[src/rtl/io_poll_master.sv]
// io_poll_master
//   Bus initiator that stands in for the CPU memory port on test and bring-up
//   builds. Each poll round reads the two switch registers, then writes sw1,
//   sw2 and their 8-bit sum to the three LCD registers. After the writes it
//   idles for POLL_PERIOD cycles. It then starts another round if enable is
//   high, or returns to IDLE if it is low.
//
//   Optional feature (macro CHANGE_ONLY_WR_EN): when a round reads the same
//   switch values as the last round that wrote, the write cycles still
//   elapse, but we stays low and sum is left alone. round_cnt still counts
//   that round.
//
// Ports
//   clock      in   system clock, all state updates on posedge
//   resetn     in   asynchronous active-low reset
//   enable     in   level; keep running poll rounds while high
//   addr       out  [31:0] bus address (registered)
//   wdata      out  [31:0] bus write data (registered)
//   we         out  bus write enable, one-cycle pulse per write (registered)
//   rdata      in   [31:0] bus read data, only bits [7:0] are used
//   busy       out  high whenever the FSM is not in IDLE
//   sum        out  [7:0] last written sum, (sw1 + sw2) & 8'hFF
//   round_cnt  out  [15:0] completed poll rounds, wraps to 0
module io_poll_master #(
  parameter int unsigned POLL_PERIOD = 50000,
  parameter int unsigned READ_LAT    = 1,
  parameter logic [31:0] SW1_ADDR    = 32'h80,
  parameter logic [31:0] SW2_ADDR    = 32'h84,
  parameter logic [31:0] LCD1_ADDR   = 32'h88,
  parameter logic [31:0] LCD2_ADDR   = 32'h90,
  parameter logic [31:0] LCD3_ADDR   = 32'h98
) (
  input  logic        clock,
  input  logic        resetn,
  input  logic        enable,
  output logic [31:0] addr,
  output logic [31:0] wdata,
  output logic        we,
  input  logic [31:0] rdata,
  output logic        busy,
  output logic [7:0]  sum,
  output logic [15:0] round_cnt
);

  localparam logic [2:0] IDLE   = 3'd0;
  localparam logic [2:0] RD_SW1 = 3'd1;
  localparam logic [2:0] RD_SW2 = 3'd2;
  localparam logic [2:0] WR_L1  = 3'd3;
  localparam logic [2:0] WR_L2  = 3'd4;
  localparam logic [2:0] WR_L3  = 3'd5;
  localparam logic [2:0] WAIT   = 3'd6;

  logic [2:0]  state_q, state_d;
  logic [31:0] cnt_q, cnt_d;       // cycles spent in the current read / wait state
  logic [7:0]  sw1_q, sw1_d, sw2_q, sw2_d;
  logic [7:0]  sum_q, sum_d;
  logic [15:0] rc_q, rc_d;
  logic [31:0] addr_q, addr_d, wdata_q, wdata_d;
  logic        we_q, we_d, busy_q, busy_d;

  logic        rd_last;            // this edge is the capture edge of a read
  logic        skip_d, skip_q;     // suppress the writes of the current round

  // Only the low byte of read data matters.
  logic        unused_rdata;
  assign unused_rdata = ^rdata[31:8];

  assign rd_last = (cnt_q == READ_LAT - 1);

`ifdef CHANGE_ONLY_WR_EN
  logic [7:0] last_sw1_q, last_sw2_q;
  logic       last_vld_q;

  // The skip decision is made on the sw2 capture edge, using the fresh rdata.
  // It holds for the three write cycles that follow.
  always_comb begin
    skip_d = skip_q;
    if (state_q == RD_SW2 && rd_last)
      skip_d = last_vld_q && (sw1_q == last_sw1_q) && (rdata[7:0] == last_sw2_q);
  end

  always_ff @(posedge clock or negedge resetn) begin
    if (!resetn) begin
      skip_q     <= 1'b0;
      last_sw1_q <= 8'd0;
      last_sw2_q <= 8'd0;
      last_vld_q <= 1'b0;
    end else begin
      skip_q <= skip_d;
      if (state_q == WR_L3 && !skip_q) begin
        last_sw1_q <= sw1_q;
        last_sw2_q <= sw2_q;
        last_vld_q <= 1'b1;
      end
    end
  end
`else
  assign skip_d = 1'b0;
  assign skip_q = 1'b0;
`endif

  // Next-state logic
  always_comb begin
    state_d = state_q;
    cnt_d   = cnt_q + 32'd1;
    sw1_d   = sw1_q;
    sw2_d   = sw2_q;
    sum_d   = sum_q;
    rc_d    = rc_q;
    case (state_q)
      IDLE: begin
        cnt_d = 32'd0;
        if (enable) state_d = RD_SW1;
      end
      RD_SW1: if (rd_last) begin
        sw1_d   = rdata[7:0];
        cnt_d   = 32'd0;
        state_d = RD_SW2;
      end
      RD_SW2: if (rd_last) begin
        sw2_d   = rdata[7:0];
        cnt_d   = 32'd0;
        state_d = WR_L1;
      end
      WR_L1: state_d = WR_L2;
      WR_L2: state_d = WR_L3;
      WR_L3: begin
        state_d = WAIT;
        cnt_d   = 32'd0;
        rc_d    = rc_q + 16'd1;
        if (!skip_q) sum_d = sw1_q + sw2_q;
      end
      WAIT: if (cnt_q == POLL_PERIOD - 1) begin
        // enable is sampled only here, so a round is never cut short.
        cnt_d   = 32'd0;
        state_d = enable ? RD_SW1 : IDLE;
      end
      default: begin
        state_d = IDLE;
        cnt_d   = 32'd0;
      end
    endcase
  end

  // The bus outputs are decoded from the next state and then registered.
  // As a result they change only on the clock edge and cannot glitch.
  always_comb begin
    addr_d  = 32'd0;
    wdata_d = 32'd0;
    we_d    = 1'b0;
    case (state_d)
      RD_SW1: addr_d = SW1_ADDR;
      RD_SW2: addr_d = SW2_ADDR;
      WR_L1: begin
        addr_d  = LCD1_ADDR;
        wdata_d = {24'd0, sw1_d};
        we_d    = !skip_d;
      end
      WR_L2: begin
        addr_d  = LCD2_ADDR;
        wdata_d = {24'd0, sw2_q};
        we_d    = !skip_d;
      end
      WR_L3: begin
        addr_d  = LCD3_ADDR;
        wdata_d = {24'd0, sw1_q + sw2_q};
        we_d    = !skip_d;
      end
      default: ;
    endcase
    busy_d = (state_d != IDLE);
  end

  always_ff @(posedge clock or negedge resetn) begin
    if (!resetn) begin
      state_q <= IDLE;
      cnt_q   <= 32'd0;
      sw1_q   <= 8'd0;
      sw2_q   <= 8'd0;
      sum_q   <= 8'd0;
      rc_q    <= 16'd0;
      addr_q  <= 32'd0;
      wdata_q <= 32'd0;
      we_q    <= 1'b0;
      busy_q  <= 1'b0;
    end else begin
      state_q <= state_d;
      cnt_q   <= cnt_d;
      sw1_q   <= sw1_d;
      sw2_q   <= sw2_d;
      sum_q   <= sum_d;
      rc_q    <= rc_d;
      addr_q  <= addr_d;
      wdata_q <= wdata_d;
      we_q    <= we_d;
      busy_q  <= busy_d;
    end
  end

  assign addr      = addr_q;
  assign wdata     = wdata_q;
  assign we        = we_q;
  assign busy      = busy_q;
  assign sum       = sum_q;
  assign round_cnt = rc_q;

endmodule

[config.mk]
export PLATFORM = sky130hd
export DESIGN_NAME = io_poll_master
export DESIGN_NICKNAME = d
export VERILOG_FILES = /design/src/rtl/io_poll_master.sv
export SDC_FILE = /design/constraint.sdc
export NUM_CORES = 1
export LEC_CHECK = 0
export CAP_MARGIN = 20
export CORE_ASPECT_RATIO = 1.25
export CORE_UTILIZATION = 32
export CTS_BUF_LIST = sky130_fd_sc_hd__clkbuf_4 sky130_fd_sc_hd__clkbuf_8
export DETAILED_ROUTE_END_ITERATION = 7
export PLACE_DENSITY = 0.55
export SLEW_MARGIN = 40
export SYNTH_ARGS = -nofsm -noshare
export SYNTH_HDL_FRONTEND = slang
export SYNTH_SLANG_ARGS = --single-unit
[constraint.sdc]
create_clock -name clock -period 3.1 [get_ports clock]
set_clock_uncertainty 0.15 [all_clocks]
set_input_delay 0.62 -clock clock [delete_from_list [all_inputs] [get_ports clock]]
set_output_delay 0.62 -clock clock [all_outputs]
set_load 0.03 [all_outputs]
==> Changelog: implementation, run 1 <==
### Changed

* Hold-fix buffers at CTS at 0
* Inserted Diodes at 0
* Static leakage at 2.445 nW
* Final setup margin at 0.4171 ns
* Max-slew violations at 0
* Post-synth EDFFs at 0
* RePlAce Congestion at 0.7599
* Clock buf/inv share at 0.04204
* Final Setup Violations at 0
* Post-route cell area at 0.005446 sq mm
* Nets@finish at 555
* Final hold viol count at 0
* Footprint of the multi-input gates at 0.002187 sq mm
* Adder Area Share at 0.03071
* Drt first-iter violations at 146
* Initial antenna violation count at 0
* Top cells excl fill/tap: 89 x dfrtp_1, 52 x conb_1, 47 x clkdlybuf4s50_1
* Post-route DRC at 0
* Yosys Instances at 459
* Post-synthesis cell area at 0.004726 sq mm
* Clock Sinks at 89
* Worst-path clk slew at 0.09 ns
* CTS Buf Count at 9
* Flops out of synthesis at 89
* Logic share of the area at 0.4016
* Vias in the first global route at 3125
* Max stage delay on crit path at 0.46 ns
* Peak supply drop at 0.4436 mV
* Pwr per Cell Area at 440.2 mW/mm^2
* Hold WS at 0.1018 ns
* Vertical die size at 137.9 um
* Flop area at 0.002227 sq mm
* Critical path class: reg -> reg
* #MultiIn Comb at 344
* Crit-path max FO at 17
* Init Core Util at 0.3280
* Critical path required time at 3.19 ns
* Ao+oa area frac at 0.05825
* # Post-CTS Setup Buffers at 0
* Top-area cell share at 0.4713
* Vias per std cell at 4.718
* Crit-path slowest cell: or3_4
* Biggest area cells: dfrtp_1 47%, buf_4 8.3%, xor2_1 5.4%
* Total gr overflow at 0
* Flip-flops at 89
* Critical Path End Type: register
* ANT nets after route at 0
* Placed Instances at 676
* Synthesis-to-layout area growth at 15.25%
* Count of tool warnings at 51
* Largest net degree at the start of global routing at 46
* Total Neg Setup Slack at 0 ns
* CLK BUF at 12
* Synth Seq Share at 0.4713
* Critical path arrival at 2.77 ns
* Synth Instances at 459
* Top cell excl fill/tap: dfrtp_1
* Core Area at 0.01441 sq mm
* Post-Place Cell Area at 0.005218 sq mm
* Leading area contributor after synthesis: dfrtp_1
* WL/cell at 12.98 um
* Post_cts resized at 0
* Yosys top cell by instances: dfrtp_1
* Final Critical Period at 2.683 ns
* Die width at 110.7 um
* YS chip area at 0.004726 sq mm
* Max-cap violation count at 0
* Synth Warn # at 0
* Slew @ Worst Pin at 0.7297 ns
* Buffer share of cell area at 0.09970
* RSZ-0062 raised after global routing: no
* XOR Share, Synth at 0.09637
* Commonest cells post-synth: 89 x dfrtp_1, 52 x buf_4, 46 x nor2_1
* R2r setup slk at 0.42 ns
* Syn avg cell area at 10.30 sq um
* Tap cells at 178
* First-pass iteration count of the detailed router at 4
* Critical-path cell list: inv_1 > ha_1 > nor4b_1 > nand2_1 > or3_4 > nor3_4 > buf_4 > mux2_2
* Share of flip-flops with an asynchronous set or reset at 1.000
* Mux cell area share at 0.04607
* First-pass GRT wire length at 15.30 mm
* Status: complete, no violations
* Share of layout cells above drive strength 1 at 0.1167
[run 1: through the flow]
| step | power, W | util |
|---|---|---|
| global route | 0.002512 | 0.3780 |
| global placement | 0.001521 | 0.3621 |
| finish | 0.002397 | 0.3780 |
| CTS | 0.002432 | 0.3780 |
| floorplan | 0.001476 | - |
| detailed placement | 0.001526 | 0.3621 |
[run 1: worst max-delay path: cells and delay by family (launching register included)]
family | cells | cell delay, ns
and+or+nand+nor | 4 | 1.15
buffers and inverters | 2 | 0.34
DFF | 1 | 0.43
muxes | 1 | 0.36
adders and majority gates | 1 | 0.13
[run 1: worst paths after layout]
kind | from | to | cells past startpoint
max | cnt_q[0] | sw2_q[6] | 8
min | resetn | cnt_q[26] | 1
max reg2reg | cnt_q[0] | sw2_q[6] | 8
min reg2reg | sum[2] | sum[2] | 2
max in group asynchronous | resetn | sum[5] | 2
min in group clock | sum[2] | sum[2] | 2
[run 1: metal layers]
metal,vias up,track usage,part of all wire
met2,70,0.2257,0.52
li1,1565,-,-
met4,0,0.04741,0.012
met3,8,0.02448,0.033
met5,-,0,0
met1,1622,0.1454,0.44
[run 1: report_power, final]
part / leakage (nW) / total [W] / internal, W / switching [W]
registers: 1.15 / 0.00121 / 0.00119 / 0.0000197
logic: 1.18 / 0.000290 / 0.0000904 / 0.000199
clock network: 0.114 / 0.000898 / 0.000496 / 0.000402
total: 2.44 / 0.00240 / 0.00178 / 0.000621
[run 1: sequential cells by signal, indices dropped and copies added, names as in the netlist]
signal	count
sw2_q	8
busy	1
we	1
wdata	8
state_q	3
sw1_q	8
addr	4
sum	8
cnt_q	32
round_cnt	16
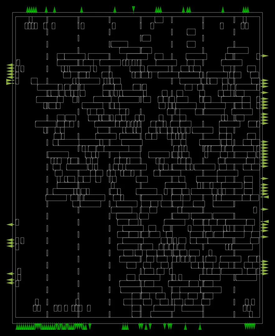
*Placement view, run 1*
Filler cells: 1442
final non-filler cell total: 692
# rows: 49

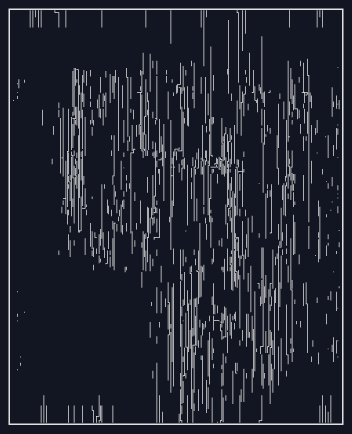
*The metal 2 layer, run 1*
Drawn at 3 px/um.
The layer holds 52% of the routed length. The layer carries 4640 um of wire. 462 nets have wire on it. The wires run mostly vertical. The longest straight run is 49.0 um.
total wire length: 8.985 mm
vias: 3265
met2 Usage GRT: 0.2257

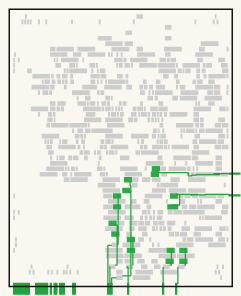
*Nets reached from selected ports, run 1*
Drawn at 2 px/um.
Key: green = `rdata` [bits 32, direction input, end cells 16, buffers 8, wire 283 um]
I/O pin count: 125
number of port buffers: 48

==> run 2: changes to the inputs <==
--- a/config.mk
+++ b/config.mk
@@ -15,3 +15,4 @@
 export SYNTH_ARGS = -nofsm -noshare
 export SYNTH_HDL_FRONTEND = slang
 export SYNTH_SLANG_ARGS = --single-unit
+export TNS_END_PERCENT = 50
==> Changelog: implementation, run 2 <==
### Changed

* Status: complete, no violations
* Commonest cells post-synth: 89 x dfrtp_1, 52 x buf_4, 46 x nor2_1
* RePlAce Congestion at 0.7599
* Max FFs per register at 32
* Post-Place Cell Area at 0.005218 sq mm
* Static leakage at 2.445 nW
* Top cell excl fill/tap: dfrtp_1
* Top power group: sequential cells
* Initial antenna violation count at 0
* Critical path class: reg -> reg
* Final non-filler cell total at 692
* Post-synthesis cell area at 0.004726 sq mm
* I/O pin count at 125
* R2r startpoint: cnt_q[0]
* Synth Instances at 459
* Critical path required time at 3.19 ns
* Final hold viol count at 0
* Top-area cell share at 0.4713
* Critical-path cell list: inv_1 > ha_1 > nor4b_1 > nand2_1 > or3_4 > nor3_4 > buf_4 > mux2_2
* Synth Seq Share at 0.4713
* Crit path max-delay family: simple AND/OR/NAND/NOR gates
* Max-slew violations at 0
* Critical path arrival at 2.77 ns
* Number of port buffers at 48
* Switch Pwr at 0.0006207 W
* Total gr overflow at 0
* Final Setup Violations at 0
* Share of flip-flops with an asynchronous set or reset at 1.000
* ANT nets after route at 0
* RSZ-0062 raised after global routing: no
* Worst-path clk slew at 0.09 ns
* Crit path buf inv count at 2
* Clk pwr at 0.000898 W
* Crit-path max FO at 17
* Power share of the combinational group at 0.121
* Placed Instances at 676
* Synth Warn # at 0
* Yosys Instances at 459
* Switching part of the total power at 0.2589
* Clock share of power at 0.374
* Drt first-iter violations at 146
* Synthesis-to-layout area growth at 15.25%
* Yosys top cell by instances: dfrtp_1
* Top cells excl fill/tap: 89 x dfrtp_1, 52 x conb_1, 47 x clkdlybuf4s50_1
* Critical Path End Type: register
* Nets@finish at 555
* First-pass iteration count of the detailed router at 4
* Final Critical Period at 2.683 ns
* Vertical die size at 137.9 um
* Total Neg Setup Slack at 0 ns
* Vias at 3265
* Syn avg cell area at 10.30 sq um
* Hold-fix buffers at CTS at 0
* Footprint of the multi-input gates at 0.002187 sq mm
* Pwr per Cell Area at 440.2 mW/mm^2
* Init Core Util at 0.3280
* Crit-path slowest cell: or3_4
* Largest net degree at the start of global routing at 46
* Post-route DRC at 0
* Count of tool warnings at 51
* # Post-CTS Setup Buffers at 0
* Post-route cell area at 0.005446 sq mm
* CP startpoint: cnt_q[0]
* Seq group at 0.00121 W
* Slew @ Worst Pin at 0.7297 ns
* Max stage delay on crit path at 0.46 ns
* Total wire length at 8.985 mm
-- run 2: cell counts in the layout (fill, tap and decap cells not counted) --
No cell type changed its count.
-- run 2: routing by layer --
layer | wire length (um) | global-route usage
met1 | 3933 | 0.1454
met2 | 4641 | 0.2257
met3 | 300 | 0.02448
met4 | 109 | 0.04741
met5 | 0 | 0
-- run 2: per-stage QoR --
stage	utilization	setup slack, ns	hold WS, ns
after floorplan	-	0.6790	0.1744
after global placement	0.3621	0.4973	0.3110
after detailed placement	0.3621	0.4714	0.3136
after CTS	0.3780	0.4482	0.1146
after global routing	0.3780	0.2076	0.1329
final	0.3780	0.4171	0.1018
-- run 2: area by class of cell --
cell class / count / share of cell area
Clock inverter: 4 / 0.01401
Inverter: 10 / 0.006892
Sequential cell: 89 / 0.4089
Clock buffer: 12 / 0.02803
Multi-Input combinational cell: 344 / 0.4016
Tap cell: 178 / 0.04089
Timing Repair Buffer: 55 / 0.09970
-- run 2: cell families after synthesis --
group,count (synthesis),synth area share
buf+inv,77,0.1064
fa+ha+maj,11,0.03071
compound gates,37,0.05825
simple gates,173,0.1901
xor+xnor,52,0.09637
other cells,1,0.0007935
mux,19,0.04607
flops,89,0.4713
-- run 2: worst paths after layout --
kind	slack, ns	end	cells after the start
setup / recovery	0.42	sw2_q[6]	8
hold / removal	0.10	cnt_q[26]	1
setup reg to reg	0.42	sw2_q[6]	8
hold reg to reg	0.33	sum[2]	2
max in group asynchronous	2.04	sum[5]	2
min in group clock	0.33	sum[2]	2
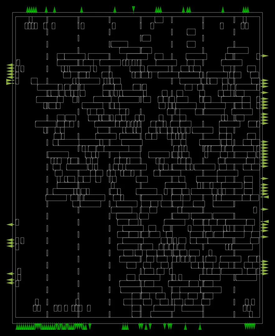
*Placement view, run 2*
flop share of the area: 0.4089
utilization after layout: 0.3780
flip-flops: 89

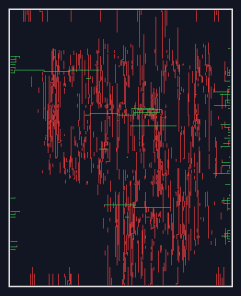
*Metal layers overlaid, run 2*
Drawn at 2 px/um. Only two layers are drawn.
Key: green = M3 [wire length 301 um]; red = M2 [wire length 4640 um]
gr usage total: 0.1243
WL/cell: 12.98 um

==> run 3: changes to the inputs <==
--- a/config.mk
+++ b/config.mk
@@ -5,11 +5,12 @@
 export SDC_FILE = /design/constraint.sdc
 export NUM_CORES = 1
 export LEC_CHECK = 0
-export CAP_MARGIN = 20
+export CAP_MARGIN = 5
 export CORE_ASPECT_RATIO = 1.25
 export CORE_UTILIZATION = 32
 export CTS_BUF_LIST = sky130_fd_sc_hd__clkbuf_4 sky130_fd_sc_hd__clkbuf_8
 export DETAILED_ROUTE_END_ITERATION = 7
+export HOLD_SLACK_MARGIN = 0.02
 export PLACE_DENSITY = 0.55
 export SLEW_MARGIN = 40
 export SYNTH_ARGS = -nofsm -noshare
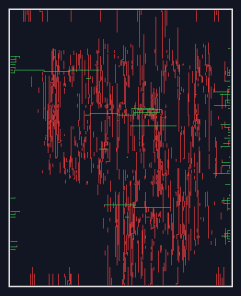
*Metal layers overlaid, run 3*
Drawn at 2 px/um. Only two layers are drawn.
Key: green = M3 [wire length 301 um]; red = M2 [wire length 4640 um]

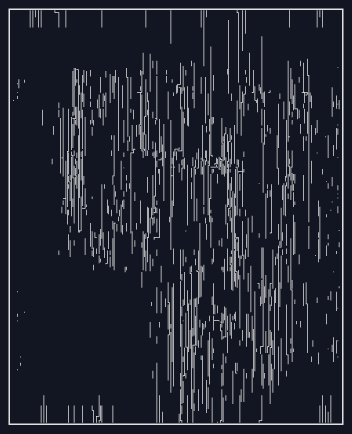
*The metal 2 layer, run 3*
Drawn at 3 px/um.
462 nets have wire on it. The longest straight run is 49.0 um. The layer holds 52% of the routed length. The layer carries 4640 um of wire. The wires run mostly vertical.

==> Changelog: implementation, run 3 <==
### Changed

* M1 WL at 3.933 mm
* Top Layer Used: met4
* Init Core Util at 0.3280
* Clock share of power at 0.374
* Inverters at 10
* Max stage delay on crit path at 0.46 ns
* Hold-fix buffers at CTS at 0
* Crit path max-delay family: simple AND/OR/NAND/NOR gates
* First-pass iteration count of the detailed router at 4
* Critical path arrival at 2.77 ns
* Critical path class: reg -> reg
* Flop area at 0.002227 sq mm
* Switching part of the total power at 0.2589
* Static leakage at 2.445 nW
* Synth Instances at 459
* Sequential power share at 0.505
* Synthesis-to-layout area growth at 15.25%
* Commonest cells post-synth: 89 x dfrtp_1, 52 x buf_4, 46 x nor2_1
* Vias per std cell at 4.718
* Crit path buf inv count at 2
* Power share of the combinational group at 0.121
* Final Setup Violations at 0
* Met3 routed WL at 300 um
* Top-area cell share at 0.4713
* Share of layout cells above drive strength 1 at 0.1167
* Reg-to-Reg End: sw2_q[6]
* Peak supply drop at 0.4436 mV
* Count of tool warnings at 51
* Total gr overflow at 0
* Logic share of the area at 0.4016
* Slew @ Worst Pin at 0.7297 ns
* Top cell excl fill/tap: dfrtp_1
* Synth Warn # at 0
* Max-slew violations at 0
* CLK BUF at 12
* Pwr per Cell Area at 440.2 mW/mm^2
* Plain + repair buffers at 55
* Vias at 3265
* Post-synthesis cell area at 0.004726 sq mm
* Largest net degree at the start of global routing at 46
* Max-cap violation count at 0
* RSZ-0062 raised after global routing: no
* Post-route DRC at 0
* Die width at 110.7 um
* Flops out of synthesis at 89
* Nets@finish at 555
* Filler cells at 1442
* Yosys Instances at 459
* CTS Buf Count at 9
* Flop share of the area at 0.4089
* Status: complete, no violations
* Switch Pwr at 0.0006207 W
* R2r setup slk at 0.42 ns
* Flip-flops at 89
* Crit-path slowest cell: or3_4
* Core Area at 0.01441 sq mm
run 3: kinds of logic (layout without fill, tap and decap cells):
family,count (synthesis),after routing,share of synthesized area
simple gates,173,173,0.1901
flops,89,89,0.4713
buf+inv,77,81,0.1064
xor+xnor,52,52,0.09637
compound gates,37,37,0.05825
mux,19,19,0.04607
fa+ha+maj,11,11,0.03071
other cells,1,52,0.0007935
run 3: how the worst max path moves through the flow:
stage / end / slack [ns] / startpoint / cells past startpoint
after floorplan: sw2_q[7] / 0.68 / cnt_q[0] / 8
after global placement: sw1_q[3] / 0.50 / cnt_q[0] / 7
after detailed placement: sw2_q[1] / 0.47 / cnt_q[0] / 8
after CTS: sw2_q[1] / 0.45 / cnt_q[0] / 8
after global routing: sw2_q[3] / 0.21 / cnt_q[0] / 8
final: sw2_q[6] / 0.42 / cnt_q[0] / 8
run 3: stage by stage:
stage          total power (W)  setup slack [ns]  area [sq um]  cells  hold WS (ns)
2_1_floorplan         0.001476            0.6790          4917    510        0.1744
3_3_place_gp          0.001521            0.4973          5218    676        0.3110
3_5_place_dp          0.001526            0.4714          5218    676        0.3136
4_1_cts               0.002432            0.4482          5446    692        0.1146
5_1_grt               0.002512            0.2076          5446    692        0.1329
6_report              0.002397            0.4171          5446    692        0.1018
run 3: power groups by stage:
stage	clock network, W	registers [W]	logic, W
2_1_floorplan	0	0.00127	0.000205
3_3_place_gp	0	0.00123	0.000289
3_5_place_dp	0	0.00123	0.000292
4_1_cts	0.000929	0.00121	0.000293
5_1_grt	0.000981	0.00122	0.000315
6_report	0.000898	0.00121	0.000290
run 3: routing by layer:
| layer | up-vias | global-route usage |
|---|---|---|
| met3 | 8 | 0.02448 |
| met4 | 0 | 0.04741 |
| met5 | - | 0 |
| li1 | 1565 | - |
| met2 | 70 | 0.2257 |
| met1 | 1622 | 0.1454 |
No activity file was given, so power comes from the tool's default toggle rates.
